==> images/cell_density.png <==
Drawn at 2 px/um. The die is cut into 21 by 21 equal tiles; dark blue is low, red is high, 0 to 100% covered.
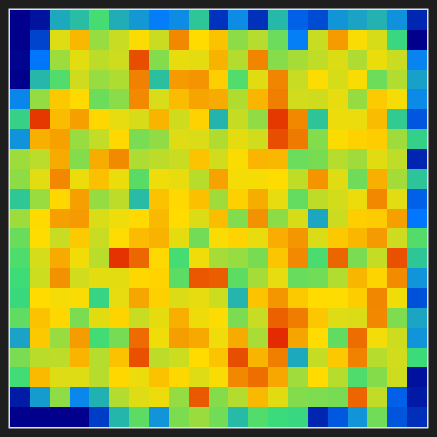
==> images/placement.png <==
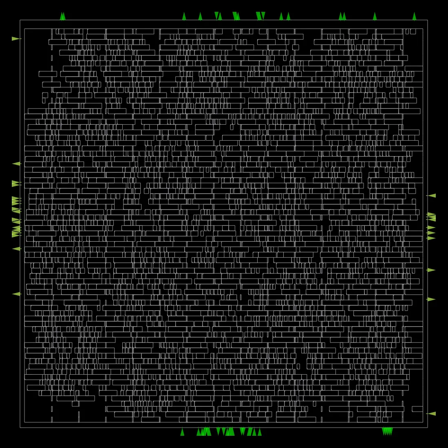
### src/rtl/line_io_frontend.sv
// Correlator input front end: synchronises and conditions the header lines, offers
// test-pattern / loopback / hold modes, and drives activity LEDs, power enables and stuck flags.
module line_io_frontend #(
  parameter int NUM_LINES     = 8,
  parameter int SYNC_STAGES   = 2,
  parameter int LED_STRETCH   = 1330000,
  parameter int STUCK_CYCLES  = 13300000,
  parameter int HAS_LED_FLAGS = 1,
  parameter int HAS_PSU       = 0
) (
  input  logic                   clki,
  input  logic                   rst_n,
  input  logic [NUM_LINES-1:0]   pad_in,
  input  logic                   cfg_strobe,
  input  logic [1:0]             cfg_mode,
  input  logic [NUM_LINES-1:0]   cfg_enable,
  input  logic [NUM_LINES-1:0]   cfg_invert,
  output logic [NUM_LINES-1:0]   line_in,
  output logic [3*NUM_LINES-1:0] line_out,
  output logic [NUM_LINES-1:0]   stuck
);

  localparam int CNT_MAX = (LED_STRETCH > STUCK_CYCLES) ? LED_STRETCH : STUCK_CYCLES;
  localparam int CW      = $clog2(CNT_MAX + 1);
  localparam logic [CW-1:0] LED_LOAD  = CW'(LED_STRETCH);
  localparam logic [CW-1:0] STUCK_SAT = CW'(STUCK_CYCLES);
  localparam logic [CW-1:0] CNT_ZERO  = {CW{1'b0}};
  localparam logic [15:0]   LFSR_SEED = 16'hACE1;
  localparam logic          LED_ON    = (HAS_LED_FLAGS != 0);
  localparam logic          PSU_ON    = (HAS_PSU != 0);

  typedef enum logic [1:0] {
    MODE_NORMAL = 2'b00,
    MODE_TEST   = 2'b01,
    MODE_LOOP   = 2'b10,
    MODE_HOLD   = 2'b11
  } mode_e;

  mode_e                  mode_q, mode_d;
  logic [NUM_LINES-1:0]   enable_q, enable_d, invert_q, invert_d;
  logic [NUM_LINES-1:0]   sync_q [SYNC_STAGES];
  logic [NUM_LINES-1:0]   sync_d [SYNC_STAGES];
  logic [NUM_LINES-1:0]   s_prev_q, s_prev_d, t_prev_q, t_prev_d;
  logic [NUM_LINES-1:0]   line_in_q, line_in_d, stuck_q, stuck_d;
  logic [3*NUM_LINES-1:0] line_out_q, line_out_d;
  logic [15:0]            lfsr_q, lfsr_d;
  logic [CW-1:0]          led_cnt_q [NUM_LINES];
  logic [CW-1:0]          led_cnt_d [NUM_LINES];
  logic [CW-1:0]          stk_cnt_q [NUM_LINES];
  logic [CW-1:0]          stk_cnt_d [NUM_LINES];

  logic [NUM_LINES-1:0]   s_s, edge_s, t_s;
  logic                   lfsr_fb_s;

  // Configuration latch, synchroniser chain and LFSR sequencing
  always_comb begin
    if (cfg_strobe) begin
      mode_d   = mode_e'(cfg_mode);
      enable_d = cfg_enable;
      invert_d = cfg_invert;
    end else begin
      mode_d   = mode_q;
      enable_d = enable_q;
      invert_d = invert_q;
    end

    sync_d[0] = pad_in;
    for (int k = 1; k < SYNC_STAGES; k++) begin
      sync_d[k] = sync_q[k-1];
    end

    // Taps at bits 0,2,3,5 realise x^16+x^14+x^13+x^11+1 in a right-shifting register
    lfsr_fb_s = lfsr_q[0] ^ lfsr_q[2] ^ lfsr_q[3] ^ lfsr_q[5];
    if (cfg_strobe && (cfg_mode == 2'b01) && (mode_q != MODE_TEST)) begin
      lfsr_d = LFSR_SEED;
    end else if (mode_q == MODE_TEST) begin
      lfsr_d = {lfsr_fb_s, lfsr_q[15:1]};
    end else begin
      lfsr_d = lfsr_q;
    end
  end

  // Line datapath, activity/stuck counters and registered output images
  always_comb begin
    s_s      = sync_q[SYNC_STAGES-1] ^ invert_q;
    edge_s   = s_s ^ s_prev_q;
    s_prev_d = s_s;
    for (int i = 0; i < NUM_LINES; i++) begin
      if ((mode_q == MODE_TEST) || (mode_q == MODE_LOOP)) begin
        t_s[i] = lfsr_q[i % 16];
      end else begin
        t_s[i] = 1'b0;
      end
    end
    t_prev_d = t_s;

    case (mode_q)
      MODE_NORMAL: line_in_d = s_s & enable_q;
      MODE_TEST:   line_in_d = t_s & enable_q;
      MODE_LOOP:   line_in_d = t_prev_q & enable_q;
      MODE_HOLD:   line_in_d = line_in_q;
      default:     line_in_d = line_in_q;
    endcase

    line_out_d = {(3*NUM_LINES){1'b0}};
    stuck_d    = {NUM_LINES{1'b0}};
    for (int i = 0; i < NUM_LINES; i++) begin
      if (!enable_q[i]) begin
        led_cnt_d[i] = CNT_ZERO;
        stk_cnt_d[i] = CNT_ZERO;
      end else if (edge_s[i]) begin
        led_cnt_d[i] = LED_LOAD;
        stk_cnt_d[i] = CNT_ZERO;
      end else begin
        led_cnt_d[i] = (led_cnt_q[i] != CNT_ZERO) ? (led_cnt_q[i] - CW'(1)) : CNT_ZERO;
        stk_cnt_d[i] = (stk_cnt_q[i] == STUCK_SAT) ? STUCK_SAT : (stk_cnt_q[i] + CW'(1));
      end
      stuck_d[i]                   = enable_q[i] && (stk_cnt_d[i] == STUCK_SAT);
      line_out_d[i]                = LED_ON && (led_cnt_d[i] != CNT_ZERO);
      line_out_d[NUM_LINES+2*i]    = enable_q[i] && PSU_ON;
      line_out_d[NUM_LINES+2*i+1]  = t_s[i];
    end
  end

  // State registers
  always_ff @(posedge clki or negedge rst_n) begin
    if (!rst_n) begin
      mode_q     <= MODE_NORMAL;
      enable_q   <= {NUM_LINES{1'b0}};
      invert_q   <= {NUM_LINES{1'b0}};
      s_prev_q   <= {NUM_LINES{1'b0}};
      t_prev_q   <= {NUM_LINES{1'b0}};
      line_in_q  <= {NUM_LINES{1'b0}};
      stuck_q    <= {NUM_LINES{1'b0}};
      line_out_q <= {(3*NUM_LINES){1'b0}};
      lfsr_q     <= LFSR_SEED;
      for (int k = 0; k < SYNC_STAGES; k++) begin
        sync_q[k] <= {NUM_LINES{1'b0}};
      end
      for (int i = 0; i < NUM_LINES; i++) begin
        led_cnt_q[i] <= CNT_ZERO;
        stk_cnt_q[i] <= CNT_ZERO;
      end
    end else begin
      mode_q     <= mode_d;
      enable_q   <= enable_d;
      invert_q   <= invert_d;
      s_prev_q   <= s_prev_d;
      t_prev_q   <= t_prev_d;
      line_in_q  <= line_in_d;
      stuck_q    <= stuck_d;
      line_out_q <= line_out_d;
      lfsr_q     <= lfsr_d;
      for (int k = 0; k < SYNC_STAGES; k++) begin
        sync_q[k] <= sync_d[k];
      end
      for (int i = 0; i < NUM_LINES; i++) begin
        led_cnt_q[i] <= led_cnt_d[i];
        stk_cnt_q[i] <= stk_cnt_d[i];
      end
    end
  end

  assign line_in  = line_in_q;
  assign line_out = line_out_q;
  assign stuck    = stuck_q;

endmodule

### config.mk
export PLATFORM = sky130hd
export DESIGN_NAME = line_io_frontend
export DESIGN_NICKNAME = d
export VERILOG_FILES = /design/src/rtl/line_io_frontend.sv
export SDC_FILE = /design/constraint.sdc
export NUM_CORES = 1
export LEC_CHECK = 0
export CAP_MARGIN = 20
export CORE_MARGIN = 2
export CORE_UTILIZATION = 60
export CTS_CLUSTER_SIZE = 20
export DETAILED_ROUTE_END_ITERATION = 16
export GPL_TIMING_DRIVEN = 0
export PLACE_DENSITY_LB_ADDON = 0.15
export SLEW_MARGIN = 40
export SYNTH_ARGS = -nofsm -noshare
export SYNTH_HDL_FRONTEND = slang
export SYNTH_SLANG_ARGS = --single-unit
### constraint.sdc
create_clock -name clki -period 5.3 [get_ports clki]
set_input_delay 1.06 -clock clki [delete_from_list [all_inputs] [get_ports clki]]
set_output_delay 1.06 -clock clki [all_outputs]
set_load 0.1 [all_outputs]
==> flow_summary_export.csv <==
group,metric,value,unit
global_route,grt_busiest_layer,"met2",
pwr,p_sw_share,35.8,%
pwr,pwr-share-clk,31.6,%
clock_tree,cts-htree-levels,2,
place,io_buffers,60,
layout,final_cell_mix,"466 x dfrtp_1, 464 x nor2_1, 186 x xnor2_1",
synth,top_cell,"dfrtp_1",
pwr,p_comb_share,30.4,%
route,drtIter0Drc,1381,
synth,ys_types,90,
synth,xor_share,12.6,%
sta,fmaxAchievable,0.303,GHz
synth,yosysTopAreaCell,"dfrtp_1",
pwr,pg_clk,3790,uW
worst_setup_path,critPathLaunch,"led_cnt_q[48]",
route,wl_per_cell,16.5,um
synth,common_cells,"466 x dfrtp_1, 464 x nor2_1, 186 x xnor2_1",
synth,simple_gate_share,26.4,%
status,status,"complete, no violations",
clock_tree,post_cts_buffers,0,
route,wl_met3,2620,um
route,route.vias.total,19700,
clock_tree,cts_root_buffer,"clkbuf_16",
synth,synth_top_area_share,46.5,%
pwr,internal-power,7700,uW
synth,numSynthFlops,474,
layout,lay_top_count,"dfrtp_1",
flow_run,warning_count,44,
route,wl_met1,25100,um
min_path,hold_depth,0,
About cell_density.png:
The fullest tile reaches 95%. 32% of the tiles are over 75% full. The mean over all tiles is 64%. 2.0% of the tiles are nearly empty.
Layout Utilization: 68.9%
Pre-Place Util: 61.2%
CORE AREA: 41000 um^2

About placement.png:
Flops: 474
filler cell count: 3209

[how the worst min path moves through the flow]
stage	endpoint	from	slack (ns)
2_1_floorplan	sync_q[0]	sync_d[0]	0.33
3_3_place_gp	sync_q[1]	sync_d[1]	0.33
3_5_place_dp	sync_q[7]	sync_d[7]	0.34
4_1_cts	sync_q[7]	sync_d[7]	0.35
5_1_grt	sync_q[0]	sync_d[0]	0.36
6_report	sync_q[7]	sync_d[7]	0.35
[metrics by stage]
step	hold slack, ns	total power (uW)	cell area, um^2	std cells	TNS, ns
3_5_place_dp	0.338	8190	26400	3263	0
3_3_place_gp	0.333	8120	26400	3257	-8234.39
6_report	0.349	12000	28300	3360	0
5_1_grt	0.361	12700	28300	3360	0
4_1_cts	0.351	12100	28300	3360	0
2_1_floorplan	0.331	7300	25100	2665	0
Power and IR drop assume default switching activity.
